Figure 1. M1 wires (run 1).
The bar under the picture is 200 um long.
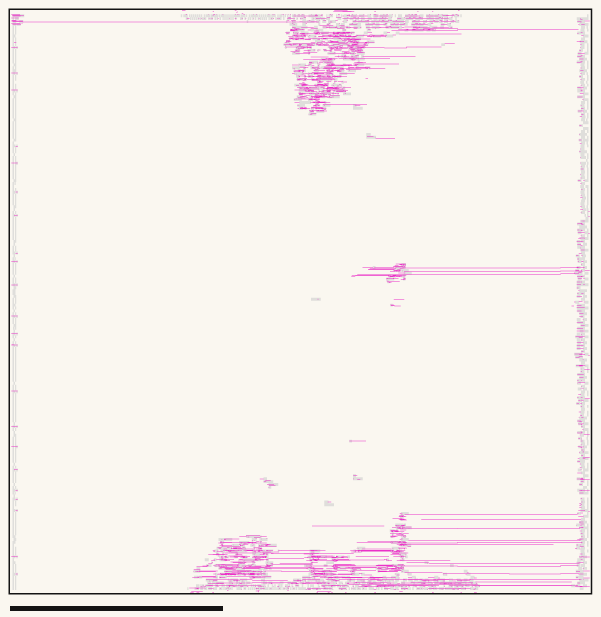
Figure 2. The metal 3 layer (run 1).
The bar under the picture is 200 um long.
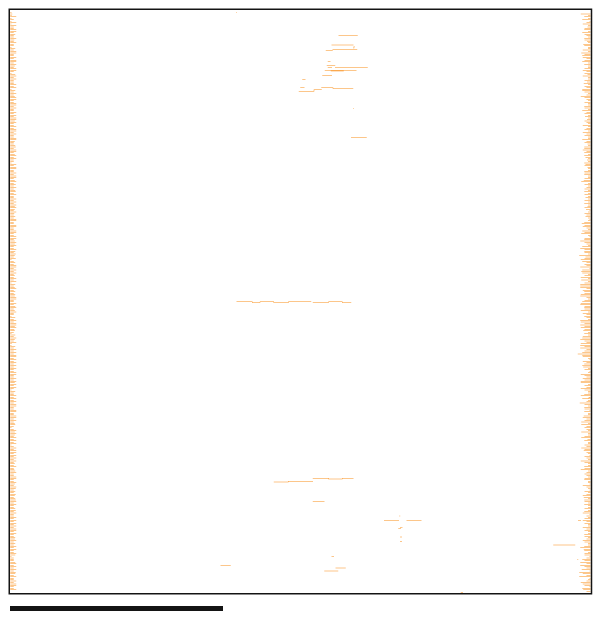
Figure 3. The metal 4 layer (run 1).
The bar under the picture is 200 um long.
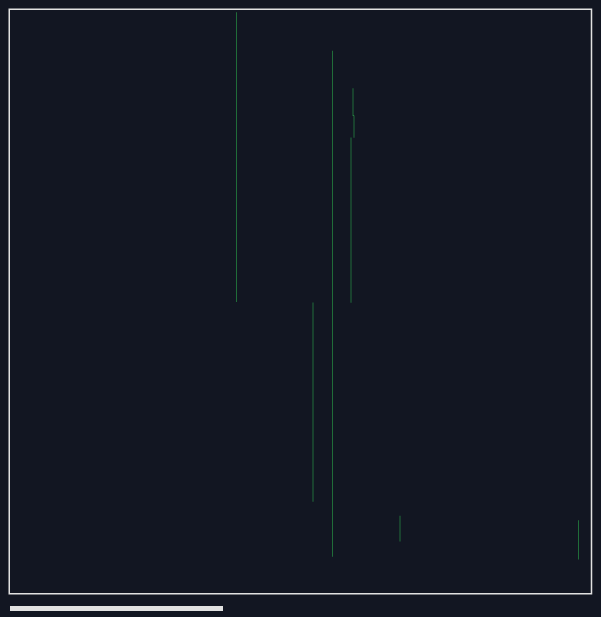
===== config.mk =====
export PLATFORM = sky130hd
export DESIGN_NAME = note_scroller
export DESIGN_NICKNAME = d
export VERILOG_FILES = /design/src/rtl/note_scroller_pkg.sv /design/src/rtl/note_spawn_fifo.sv /design/src/rtl/note_scroller.sv
export SDC_FILE = /design/constraint.sdc
export NUM_CORES = 1
export LEC_CHECK = 0
export CAP_MARGIN = 5
export CORE_AREA = 2 2 544 546
export CTS_CLUSTER_DIAMETER = 100
export DETAILED_ROUTE_END_ITERATION = 6
export DIE_AREA = 0 0 546 548
export SLEW_MARGIN = 20
export SYNTH_ARGS = -nofsm -noshare
export SYNTH_HDL_FRONTEND = slang
export SYNTH_HIERARCHICAL = 1
export SYNTH_SLANG_ARGS = --single-unit

===== constraint.sdc =====
create_clock -name clk -period 4.1 [get_ports clk]
set_input_delay 1.025 -clock clk [delete_from_list [all_inputs] [get_ports clk]]
set_output_delay 1.025 -clock clk [all_outputs]
set_load 0.005 [all_outputs]

===== src/rtl/note_scroller_pkg.sv =====
// rtl/note_scroller_pkg.sv - shared geometry, colours and helpers for the note scroller
package note_scroller_pkg;

  localparam int LANES              = 4;
  localparam int LANE_W             = 16;
  localparam int ROWS               = 7;
  localparam int COLS               = 64;
  localparam int PIX_W              = COLS * 3;
  localparam int SCROLL_DIV_DEFAULT = 2500000;

  localparam logic [2:0] COLOR_RED   = 3'b100;
  localparam logic [2:0] COLOR_GREEN = 3'b010;
  localparam logic [2:0] COLOR_BLUE  = 3'b001;
  localparam logic [2:0] COLOR_WHITE = 3'b111;

  // Index by lane number: lane 0 red, 1 green, 2 blue, 3 white.
  localparam logic [LANES-1:0][2:0] LANE_COLORS = {COLOR_WHITE, COLOR_BLUE, COLOR_GREEN, COLOR_RED};

  function automatic logic [2:0] popcount4(input logic [3:0] v);
    return {2'b00, v[0]} + {2'b00, v[1]} + {2'b00, v[2]} + {2'b00, v[3]};
  endfunction

  // Scores stick at 255 rather than wrapping back to a small number.
  function automatic logic [7:0] sat_add8(input logic [7:0] c, input logic [2:0] n);
    logic [8:0] s;
    s = {1'b0, c} + {6'b000000, n};
    return s[8] ? 8'hff : s[7:0];
  endfunction

endpackage


===== src/rtl/note_spawn_fifo.sv =====
// rtl/note_spawn_fifo.sv - small queue of pending top-row lane masks
module note_spawn_fifo #(
  parameter int DEPTH = 4,
  parameter int WIDTH = 4
) (
  input  logic             clk,
  input  logic             rst,
  input  logic             push,
  input  logic [WIDTH-1:0] push_data,
  input  logic             pop,
  output logic [WIDTH-1:0] pop_data,
  output logic             full,
  output logic             empty
);

  localparam int AW = $clog2(DEPTH);

  logic [WIDTH-1:0] mem_q [DEPTH];
  logic [WIDTH-1:0] mem_d [DEPTH];
  logic [AW-1:0]    wr_ptr_q, wr_ptr_d;
  logic [AW-1:0]    rd_ptr_q, rd_ptr_d;
  logic [AW:0]      count_q, count_d;
  logic             do_push, do_pop;

  assign full     = (count_q == (AW + 1)'(DEPTH));
  assign empty    = (count_q == '0);
  assign pop_data = mem_q[rd_ptr_q];
  assign do_push  = push && !full;
  assign do_pop   = pop && !empty;

  // Next-state for storage, pointers and occupancy; guarded so overflow/underflow are impossible.
  always_comb begin
    mem_d    = mem_q;
    wr_ptr_d = wr_ptr_q;
    rd_ptr_d = rd_ptr_q;
    count_d  = count_q + {{AW{1'b0}}, do_push} - {{AW{1'b0}}, do_pop};
    if (do_push) begin
      mem_d[wr_ptr_q] = push_data;
      wr_ptr_d        = wr_ptr_q + AW'(1);
    end
    if (do_pop) begin
      rd_ptr_d = rd_ptr_q + AW'(1);
    end
  end

  // State registers with synchronous reset emptying the queue.
  always_ff @(posedge clk) begin
    if (rst) begin
      for (int i = 0; i < DEPTH; i++) mem_q[i] <= '0;
      wr_ptr_q <= '0;
      rd_ptr_q <= '0;
      count_q  <= '0;
    end else begin
      mem_q    <= mem_d;
      wr_ptr_q <= wr_ptr_d;
      rd_ptr_q <= rd_ptr_d;
      count_q  <= count_d;
    end
  end

endmodule


===== src/rtl/note_scroller.sv =====
// rtl/note_scroller.sv - scrolling 7x4 note field with hit judging and pixel expansion
module note_scroller
  import note_scroller_pkg::*;
#(
  parameter int SCROLL_DIV = SCROLL_DIV_DEFAULT,
  parameter int FIFO_DEPTH = 4
) (
  input  logic             clk,
  input  logic             rst,
  input  logic             enable,
  input  logic             spawn_valid,
  input  logic [3:0]       spawn_lanes,
  output logic             spawn_ready,
  input  logic [3:0]       btn,
  output logic             step,
  output logic [3:0]       hit,
  output logic [3:0]       miss,
  output logic [7:0]       hit_count,
  output logic [7:0]       miss_count,
  output logic [PIX_W-1:0] notesMap0,
  output logic [PIX_W-1:0] notesMap1,
  output logic [PIX_W-1:0] notesMap2,
  output logic [PIX_W-1:0] notesMap3,
  output logic [PIX_W-1:0] notesMap4,
  output logic [PIX_W-1:0] notesMap5,
  output logic [PIX_W-1:0] notesMap6
);

  localparam int TW = $clog2(SCROLL_DIV);

  logic [TW-1:0]                tcnt_q, tcnt_d;
  logic                         step_int;
  logic                         step_q, step_d;
  logic [LANES-1:0]             hit_q, hit_d;
  logic [LANES-1:0]             miss_q, miss_d;
  logic [7:0]                   hit_count_q, hit_count_d;
  logic [7:0]                   miss_count_q, miss_count_d;
  logic [ROWS-1:0][LANES-1:0]   field_q, field_d;
  logic [ROWS-1:0][PIX_W-1:0]   pix;
  logic                         fifo_full, fifo_empty;
  logic [LANES-1:0]             fifo_head;

  // Ready depends only on FIFO occupancy, never on spawn_valid.
  assign spawn_ready = !fifo_full;

  note_spawn_fifo #(
    .DEPTH (FIFO_DEPTH),
    .WIDTH (LANES)
  ) u_fifo (
    .clk       (clk),
    .rst       (rst),
    .push      (spawn_valid),
    .push_data (spawn_lanes),
    .pop       (step_int),
    .pop_data  (fifo_head),
    .full      (fifo_full),
    .empty     (fifo_empty)
  );

  // Scroll timer: advances only while enabled, step_int marks the wrap cycle.
  always_comb begin
    step_int = 1'b0;
    tcnt_d   = tcnt_q;
    if (enable) begin
      if (tcnt_q == TW'(SCROLL_DIV - 1)) begin
        step_int = 1'b1;
        tcnt_d   = '0;
      end else begin
        tcnt_d = tcnt_q + TW'(1);
      end
    end
  end

  // Judge presses against the hit row first, then score leftovers as misses and shift on a step.
  always_comb begin
    field_d = field_q;
    hit_d   = '0;
    miss_d  = '0;
    step_d  = step_int;
    if (enable) begin
      hit_d            = btn & field_q[ROWS-1];
      field_d[ROWS-1]  = field_q[ROWS-1] & ~btn;
      if (step_int) begin
        miss_d = field_d[ROWS-1];
        for (int r = ROWS - 1; r > 0; r--) field_d[r] = field_q[r-1];
        field_d[0] = fifo_empty ? '0 : fifo_head;
      end
    end
    hit_count_d  = sat_add8(hit_count_q, popcount4(hit_d));
    miss_count_d = sat_add8(miss_count_q, popcount4(miss_d));
  end

  // Game state registers; reset clears the field, timer, pulses and scores together.
  always_ff @(posedge clk) begin
    if (rst) begin
      tcnt_q       <= '0;
      step_q       <= 1'b0;
      hit_q        <= '0;
      miss_q       <= '0;
      hit_count_q  <= '0;
      miss_count_q <= '0;
      field_q      <= '0;
    end else begin
      tcnt_q       <= tcnt_d;
      step_q       <= step_d;
      hit_q        <= hit_d;
      miss_q       <= miss_d;
      hit_count_q  <= hit_count_d;
      miss_count_q <= miss_count_d;
      field_q      <= field_d;
    end
  end

  // Each lane is 16 columns wide with its first and last column left dark as a separator.
  for (genvar r = 0; r < ROWS; r++) begin : g_row
    for (genvar c = 0; c < COLS; c++) begin : g_col
      localparam int LANE = c / LANE_W;
      localparam int POS  = c % LANE_W;
      if (POS == 0 || POS == LANE_W - 1) begin : g_border
        assign pix[r][c*3 +: 3] = 3'b000;
      end else begin : g_body
        assign pix[r][c*3 +: 3] = field_q[r][LANE] ? LANE_COLORS[LANE] : 3'b000;
      end
    end
  end

  assign step       = step_q;
  assign hit        = hit_q;
  assign miss       = miss_q;
  assign hit_count  = hit_count_q;
  assign miss_count = miss_count_q;
  assign notesMap0  = pix[0];
  assign notesMap1  = pix[1];
  assign notesMap2  = pix[2];
  assign notesMap3  = pix[3];
  assign notesMap4  = pix[4];
  assign notesMap5  = pix[5];
  assign notesMap6  = pix[6];

endmodule

==> flow_summary.json, run 1 <==
{
  "largestRegisters": "field_q (28), tcnt_q (22), u_fifo/mem_q (16)",
  "status": "complete, no violations",
  "placedCellCount": 5784,
  "max_flop_register": "field_q",
  "vias_per_cell": 1.47,
  "setup_tns_ns": 0,
  "ys_sh_adder": 0.0175,
  "most_common_cell": "buf_4",
  "p_clk_frac": 0.429,
  "fin_crit_sh": 0.859,
  "grt_overflow": 0,
  "die_w_um": 546,
  "cts_tree": "done",
  "crit_slowest_cell": "or4b_1",
  "root_buffer": "clkbuf_16",
  "insertion_delay_ns": 0.41,
  "syn_area_per_cell_um2": 7.97,
  "n_all_inverters": 23,
  "worst_slack_ns": 0.578,
  "cpMostUsedCell": "fa_1",
  "grt_busiest_layer": "met2",
  "die-area_mm2": 0.299,
  "fp.dieH_um": 548,
  "worstHoldStart": "field_q[20]$_SDFFE_PP0P_",
  "comb_share": 0.276,
  "synth_cell_types": 48,
  "cts_buffers": 9,
  "maxSlewHeadroom": 0.314,
  "ys_async_sr_fraction": 0,
  "design.core.area_mm2": 0.293,
  "switching_share": 0.336,
  "worstPathMaxFanout": 8,
  "cts.reportedPaths.clkPinSlew_ns": 0.09,
  "antenna_found_initial": 3,
  "io_pins": 1382,
  "drc_errors": 0,
  "grt_max_degree": 45,
  "area_leaders": "buf_4 (68%), dfxtp_1 (14%), a21oi_1 (1.9%), nand4_1 (1.7%), o21ai_0 (1.1%)",
  "final_cell_area_mm2": 0.0189,
  "synthMuxAreaShare": 0.0183,
  "fin_crit_ns": 3.52
}
Notes on Figure 1 above:
nets with wire on the layer	941
longest straight run	279 um
routed wire length: 38100 um
Vias: 8510
met1 GRT Util: 0.0224

Notes on Figure 2 above:
share of all routed wire	11%
wire length on this layer	4030 um
main direction	horizontal
longest straight run	30.4 um
nets with wire on the layer	822
GRT met3 Usage: 0.00398

Notes on Figure 3 above:
share of all routed wire	3.1%
longest straight run	475 um
main direction	vertical
nets with wire on the layer	5
wire length on this layer	1200 um

==> run 1 -> run 2 <==
==> constraint.sdc (replaced) <==
create_clock -name clk -period 4.1 [get_ports clk]
set_input_delay 1.025 -clock clk [delete_from_list [all_inputs] [get_ports clk]]
set_output_delay 1.025 -clock clk [all_outputs]
set_load 0.05 [all_outputs]
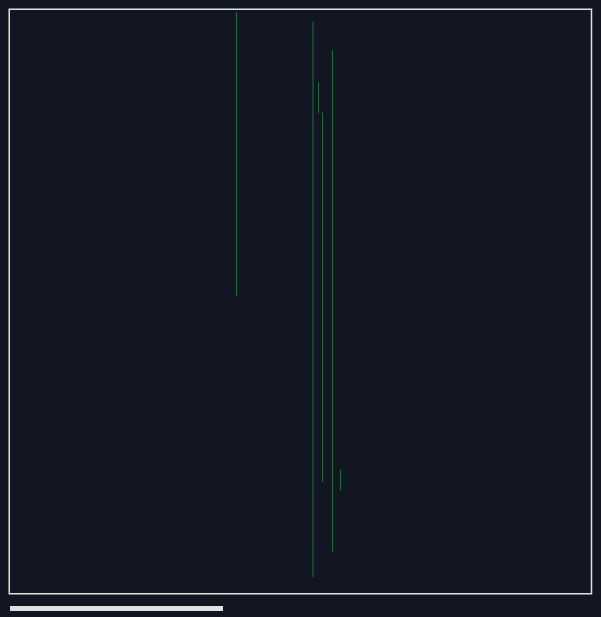
Figure 4: run 2, the metal 4 layer.
The bar under the picture is 200 um long.
main direction	vertical
longest straight run	522 um
share of all routed wire	4.4%
nets with wire on the layer	4
routed wire length: 38000 um
Vias: 8543

==> flow_summary.json, run 2 <==
{
  "status": "complete, no violations",
  "met1_usage": 0.0228,
  "io_pins": 1382,
  "area_leaders": "buf_4 (68%), dfxtp_1 (14%), a21oi_1 (1.9%), nand4_1 (1.7%), o21ai_0 (1.1%)",
  "crit_slowest_cell": "or4b_1",
  "cts.reportedPaths.clkPinSlew_ns": 0.08,
  "fin_crit_sh": 0.884,
  "root_buffer": "clkbuf_16",
  "die-area_mm2": 0.299,
  "most_common_cell": "buf_4",
  "switching_share": 0.590,
  "cpMostUsedCell": "fa_1",
  "worstPathMaxFanout": 9,
  "ys_sh_adder": 0.0175,
  "cts_buffers": 9,
  "grt_busiest_layer": "met2",
  "p_clk_frac": 0.246,
  "antenna_found_initial": 5,
  "synthMuxAreaShare": 0.0183,
  "die_w_um": 546,
  "use_met3": 0.00403,
  "maxSlewHeadroom": 0.349,
  "ys_async_sr_fraction": 0,
  "largestRegisters": "field_q (28), tcnt_q (22), u_fifo/mem_q (16)",
  "fp.dieH_um": 548,
  "insertion_delay_ns": 0.40,
  "grt_overflow": 0,
  "grt_max_degree": 45,
  "comb_share": 0.276,
  "setup_tns_ns": 0,
  "fin_crit_ns": 3.62,
  "design.core.area_mm2": 0.293,
  "placedCellCount": 5785,
  "n_all_inverters": 23,
  "vias_per_cell": 1.47,
  "synth_cell_types": 48
}
